<file path="config.mk">
export PLATFORM = sky130hd
export DESIGN_NAME = id_stage
export DESIGN_NICKNAME = d
export VERILOG_FILES = /design/src/rtl/mips_pkg.sv /design/src/rtl/reg_file.sv /design/src/rtl/id_stage.sv
export SDC_FILE = /design/constraint.sdc
export NUM_CORES = 2
export LEC_CHECK = 0
export CAP_MARGIN = 20
export CORE_UTILIZATION = 56
export CTS_BUF_LIST = sky130_fd_sc_hd__clkbuf_16
export DETAILED_ROUTE_END_ITERATION = 16
export HOLD_SLACK_MARGIN = 0.08
export PLACE_DENSITY_LB_ADDON = 0.2
export SLEW_MARGIN = 40
export SYNTH_ARGS = -nofsm -noshare
export SYNTH_HDL_FRONTEND = slang
export SYNTH_SLANG_ARGS = --single-unit
</file>
<file path="constraint.sdc">
create_clock -name clk -period 3.99 [get_ports clk]
set_input_delay 1.197 -clock clk [delete_from_list [all_inputs] [get_ports clk]]
set_output_delay 1.197 -clock clk [all_outputs]
set_load 0.01 [all_outputs]
</file>
<file path="src/rtl/mips_pkg.sv">
// Opcode, instruction-field and width constants shared by the decode stage, plus the
// opcode-to-control decode function.
package mips_pkg;

  localparam int XLEN      = 32;
  localparam int REG_AW    = 5;
  localparam int OPC_W     = 6;
  localparam int IMM_W     = 16;
  localparam int OPC_LSB   = 26;
  localparam int RS_LSB    = 21;
  localparam int RT_LSB    = 16;
  localparam int RD_LSB    = 11;
  localparam int FUNCT_LSB = 0;

  localparam logic [OPC_W-1:0] OP_RTYPE = 6'h00;
  localparam logic [OPC_W-1:0] OP_ADDI  = 6'h08;
  localparam logic [OPC_W-1:0] OP_LW    = 6'h23;
  localparam logic [OPC_W-1:0] OP_SW    = 6'h2B;
  localparam logic [OPC_W-1:0] OP_BEQ   = 6'h04;
  localparam logic [OPC_W-1:0] OP_BNE   = 6'h05;

  typedef struct packed {
    logic              reg_write;
    logic              mem_read;
    logic              mem_write;
    logic              is_beq;
    logic              is_bne;
    logic              uses_rt;
    logic [REG_AW-1:0] dest;
  } dec_t;

  // Non-writing instructions report destination 0 so no stale register number leaks downstream.
  function automatic dec_t decode(input logic [OPC_W-1:0] opc,
                                  input logic [REG_AW-1:0] rt,
                                  input logic [REG_AW-1:0] rd);
    dec_t d;
    d = '0;
    case (opc)
      OP_RTYPE: begin d.reg_write = 1'b1; d.uses_rt = 1'b1; d.dest = rd; end
      OP_ADDI:  begin d.reg_write = 1'b1; d.dest = rt; end
      OP_LW:    begin d.reg_write = 1'b1; d.mem_read = 1'b1; d.dest = rt; end
      OP_SW:    begin d.mem_write = 1'b1; d.uses_rt = 1'b1; end
      OP_BEQ:   begin d.is_beq = 1'b1; d.uses_rt = 1'b1; end
      OP_BNE:   begin d.is_bne = 1'b1; d.uses_rt = 1'b1; end
      default:  d = '0;
    endcase
    return d;
  endfunction

endpackage

</file>
<file path="src/rtl/reg_file.sv">
// 32x32 register file: two combinational read ports, one write port, r0 reads as zero.
// Defining ID_WB_BYPASS_EN forwards a same-cycle write to matching read ports.
module reg_file
  import mips_pkg::*;
#(
  parameter logic [XLEN-1:0] REG_INIT = 32'h0000_0000
) (
  input  logic              clk,
  input  logic              rst_n,
  input  logic              we_i,
  input  logic [REG_AW-1:0] waddr_i,
  input  logic [XLEN-1:0]   wdata_i,
  input  logic [REG_AW-1:0] raddr1_i,
  input  logic [REG_AW-1:0] raddr2_i,
  output logic [XLEN-1:0]   rdata1_o,
  output logic [XLEN-1:0]   rdata2_o
);

  logic [XLEN-1:0] regs_q [1:31];

  // Register storage; r0 has no storage at all.
  always_ff @(posedge clk or negedge rst_n) begin
    if (!rst_n) begin
      for (int i = 1; i < 32; i++) begin
        regs_q[i] <= REG_INIT;
      end
    end else if (we_i && (waddr_i != 5'd0)) begin
      regs_q[waddr_i] <= wdata_i;
    end
  end

  // Read port 1.
  always_comb begin
    rdata1_o = 32'h0000_0000;
    if (raddr1_i == 5'd0) begin
      rdata1_o = 32'h0000_0000;
`ifdef ID_WB_BYPASS_EN
    end else if (we_i && (raddr1_i == waddr_i)) begin
      rdata1_o = wdata_i;
`endif
    end else begin
      rdata1_o = regs_q[raddr1_i];
    end
  end

  // Read port 2.
  always_comb begin
    rdata2_o = 32'h0000_0000;
    if (raddr2_i == 5'd0) begin
      rdata2_o = 32'h0000_0000;
`ifdef ID_WB_BYPASS_EN
    end else if (we_i && (raddr2_i == waddr_i)) begin
      rdata2_o = wdata_i;
`endif
    end else begin
      rdata2_o = regs_q[raddr2_i];
    end
  end

endmodule

</file>
<file path="src/rtl/id_stage.sv">
// Decode stage: IF/ID register, register file, decode, load-use stall, branch resolution
// and the ID/EX register. ID_WB_BYPASS_EN enables same-cycle writeback forwarding.
module id_stage
  import mips_pkg::*;
#(
  parameter logic [XLEN-1:0] REG_INIT = 32'h0000_0000
) (
  input  logic              clk,
  input  logic              rst_n,
  input  logic [XLEN-1:0]   if_instr,
  input  logic              if_valid,
  input  logic              ex_mem_read,
  input  logic [REG_AW-1:0] ex_rt,
  input  logic              wb_we,
  input  logic [REG_AW-1:0] wb_addr,
  input  logic [XLEN-1:0]   wb_data,
  output logic              stall,
  output logic              control,
  output logic [IMM_W-1:0]  branch_offset,
  output logic              id_valid,
  output logic [OPC_W-1:0]  id_opcode,
  output logic [5:0]        id_funct,
  output logic [XLEN-1:0]   id_rs_data,
  output logic [XLEN-1:0]   id_rt_data,
  output logic [XLEN-1:0]   id_imm,
  output logic [REG_AW-1:0] id_dest,
  output logic              id_reg_write,
  output logic              id_mem_read,
  output logic              id_mem_write
);

  logic [XLEN-1:0]   ifid_instr_q;
  logic              ifid_valid_q;
  logic [OPC_W-1:0]  opcode;
  logic [REG_AW-1:0] rs;
  logic [REG_AW-1:0] rt;
  logic [REG_AW-1:0] rd;
  logic [IMM_W-1:0]  imm16;
  logic [XLEN-1:0]   rs_data;
  logic [XLEN-1:0]   rt_data;
  dec_t              dec;
  logic              hz;
  logic              taken;

  assign opcode = ifid_instr_q[OPC_LSB +: OPC_W];
  assign rs     = ifid_instr_q[RS_LSB +: REG_AW];
  assign rt     = ifid_instr_q[RT_LSB +: REG_AW];
  assign rd     = ifid_instr_q[RD_LSB +: REG_AW];
  assign imm16  = ifid_instr_q[0 +: IMM_W];
  assign dec    = decode(opcode, rt, rd);

  reg_file #(.REG_INIT(REG_INIT)) u_reg_file (
    .clk      (clk),
    .rst_n    (rst_n),
    .we_i     (wb_we),
    .waddr_i  (wb_addr),
    .wdata_i  (wb_data),
    .raddr1_i (rs),
    .raddr2_i (rt),
    .rdata1_o (rs_data),
    .rdata2_o (rt_data)
  );

  // Load-use hazard, branch resolution and offset; rt is only compared when the opcode reads it.
  always_comb begin
    hz = ifid_valid_q && ex_mem_read && (ex_rt != 5'd0) &&
         ((ex_rt == rs) || (dec.uses_rt && (ex_rt == rt)));
    if (ifid_valid_q && !hz) begin
      taken = (dec.is_beq && (rs_data == rt_data)) || (dec.is_bne && (rs_data != rt_data));
    end else begin
      taken = 1'b0;
    end
    if (dec.is_beq || dec.is_bne) begin
      branch_offset = imm16;
    end else begin
      branch_offset = 16'h0000;
    end
  end

  assign stall   = hz;
  assign control = taken;

  // IF/ID register: a taken branch squashes the fetched slot, a stall holds it.
  always_ff @(posedge clk or negedge rst_n) begin
    if (!rst_n) begin
      ifid_instr_q <= 32'h0000_0000;
      ifid_valid_q <= 1'b0;
    end else if (taken) begin
      ifid_instr_q <= if_instr;
      ifid_valid_q <= 1'b0;
    end else if (!hz) begin
      ifid_instr_q <= if_instr;
      ifid_valid_q <= if_valid;
    end else begin
      ifid_instr_q <= ifid_instr_q;
      ifid_valid_q <= ifid_valid_q;
    end
  end

  // ID/EX register: stalls and empty slots enter execute as all-zero bubbles.
  always_ff @(posedge clk or negedge rst_n) begin
    if (!rst_n) begin
      id_valid     <= 1'b0;
      id_opcode    <= 6'h00;
      id_funct     <= 6'h00;
      id_rs_data   <= 32'h0000_0000;
      id_rt_data   <= 32'h0000_0000;
      id_imm       <= 32'h0000_0000;
      id_dest      <= 5'd0;
      id_reg_write <= 1'b0;
      id_mem_read  <= 1'b0;
      id_mem_write <= 1'b0;
    end else if (hz || !ifid_valid_q) begin
      id_valid     <= 1'b0;
      id_opcode    <= 6'h00;
      id_funct     <= 6'h00;
      id_rs_data   <= 32'h0000_0000;
      id_rt_data   <= 32'h0000_0000;
      id_imm       <= 32'h0000_0000;
      id_dest      <= 5'd0;
      id_reg_write <= 1'b0;
      id_mem_read  <= 1'b0;
      id_mem_write <= 1'b0;
    end else begin
      id_valid     <= 1'b1;
      id_opcode    <= opcode;
      id_funct     <= ifid_instr_q[FUNCT_LSB +: 6];
      id_rs_data   <= rs_data;
      id_rt_data   <= rt_data;
      id_imm       <= {{(XLEN-IMM_W){imm16[IMM_W-1]}}, imm16};
      id_dest      <= dec.dest;
      id_reg_write <= dec.reg_write;
      id_mem_read  <= dec.mem_read;
      id_mem_write <= dec.mem_write;
    end
  end

endmodule

</file>
==> flow_summary_export.csv <==
group,metric,value,unit
hold_path,hold_path_startpoint,"ifid_instr_q[2]$_DFFE_PN0P_",
die,die_y,326,um
synth,synth-edff-count,0,
synth,flop_cell,"dfrtp_1",
routing,dr_total_vias,43006,
outcome,violations,"negative setup slack",
die,nWellTaps,1380,
cells_and_area,largest-register,"u_reg_file.regs_q",
setup_path,rrSetupSlack,-0.09,ns
setup_path,critPathMostFrequentCell,"buf_4",
timing,min_period,5.91,ns
synth,ys_cells,4062,
synth,mux_area_share,38.8,%
grt,top_usage_layer,"met2",
cells_and_area,nFlopsAndLatches,1120,
routing,dr.pass1.iters,6,
cells_and_area,layout_top_cell,"dfrtp_1",
synth,ys_top_logic_family,"multiplexers",
power,power-top-group,"sequential cells",
cells_and_area,bufAreaShareNonClock,13.4,%
setup_path,critPathKind,"reg -> out",
power,p_int,25.1,mW
cts,postCtsHoldBufs,0,
timing,whs,0.480,ns
place,place_inst,5937,
cells_and_area,nClkBuffers,122,
timing,rsz0062_at_grt,"true",
power,pg_clk,11.4,mW
cells_and_area,comb_area_share,39.7,%
power,p_clk_share,32.6,%
power,p_leak,32.4,nW
synth,yosysTopAreaCellShare,47.7,%
power,peakVddDrop,0.372,mV
die,core_area,104000,um2
power,seqPwrFrac,42.8,%
cells_and_area,nFillCells,7056,
cells_and_area,antenna_cells,7,
synth,ys_warn_count,0,
timing,finalSetupViolations,7,
cts,clock_sinks,1120,
timing,setup_ws,-1.92,ns
cts,cts_buffer_depth,3,
cells_and_area,comb_cells,2506,
setup_path,crit_required,2.79,ns
run,warnings,30,
synth,ys_chip_area,58700,um2
grt,antenna_found_initial,12,
power,power_frac_comb,24.6,%
power,p_sw_share,28.3,%
timing,finalHoldViolations,0,
setup_path,cpPeakStageDelay,0.49,ns
setup_path,endpoint_kind,"output port",
setup_path,path_depth,17,
cells_and_area,final_layout_size_suffix_gt1_share,53.1,%
routing,wl_per_cell,33.6,um
synth,ys_types,83,
synth,syn_area_per_cell,14.5,um2
setup_path,crit_start,"ifid_instr_q[16]$_DFFE_PN0P_",
setup_path,crit_chain,"buf_12 -> buf_12 -> buf_4 -> inv_8 -> buf_4 -> mux2i_2 -> o22ai_1 -> a221oi_2 -> xor2_1 -> nor3_2 -> buf_4 -> nand4_1 -> nor4_4 -> buf_4 -> xor2_1 -> and3_1 -> buf_2",
routing,drtAntennaViolNets,0,
hold_path,hp-class,"reg -> reg",
outcome,outcome,"complete, but fails checks",
place,place_ws,-1.97,ns
synth,topCellsByArea,"dfrtp_1 (48%), mux2_2 (20%), mux4_2 (15%)",
hold_path,worstHoldEndpoint,"ifid_instr_q[2]$_DFFE_PN0P_",
cells_and_area,logic_area,28700,um2
cells_and_area,area_growth,23.0,%
setup_path,worstSetupEndpoint,"control",
routing,avgViaCountPerCell,6.92,
setup_path,start_kind,"flop",
setup_path,cp.arrival,4.71,ns
cts,post_cts_buffers,30,
Figure 1. Where the registers sit.
(1 px per um) Other sequential cells in the stronger gray, the rest of the logic in the fainter gray.
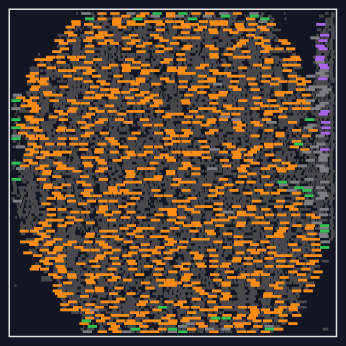
`u_reg_file.regs_q`: in orange, flops 992, where all over the die. `id_imm`: in purple, flops 16, where upper right. `id_rt_data`: in green, flops 32, where all over the die.
Another 80 sequential cells are not colored.
flop share of the area: 38.9%
P_seq: 15.0 mW
Util after Layout: 69.6%
Register Area: 28,100 um2

Figure 2. Cells colored by class.
(1.5 px per um)
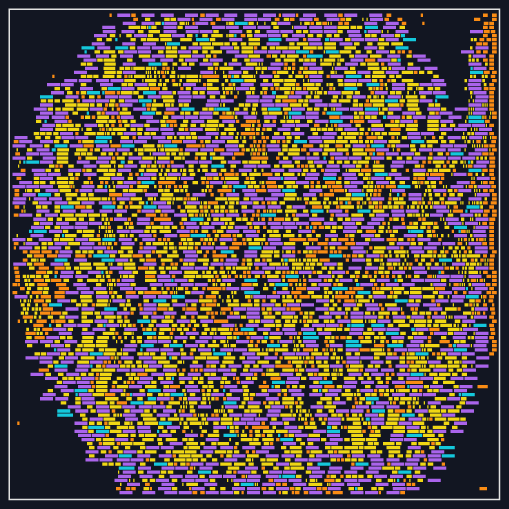
clock drivers and dummy loads: in cyan, cells 221, share of their area 5.7%. all other logic: in yellow, cells 2,520, share of their area 41%. other buffers and delay cells: in orange, cells 968, share of their area 14%. flip-flops: in purple, cells 1,120, share of their area 40%.

Power and IR drop assume default switching activity.
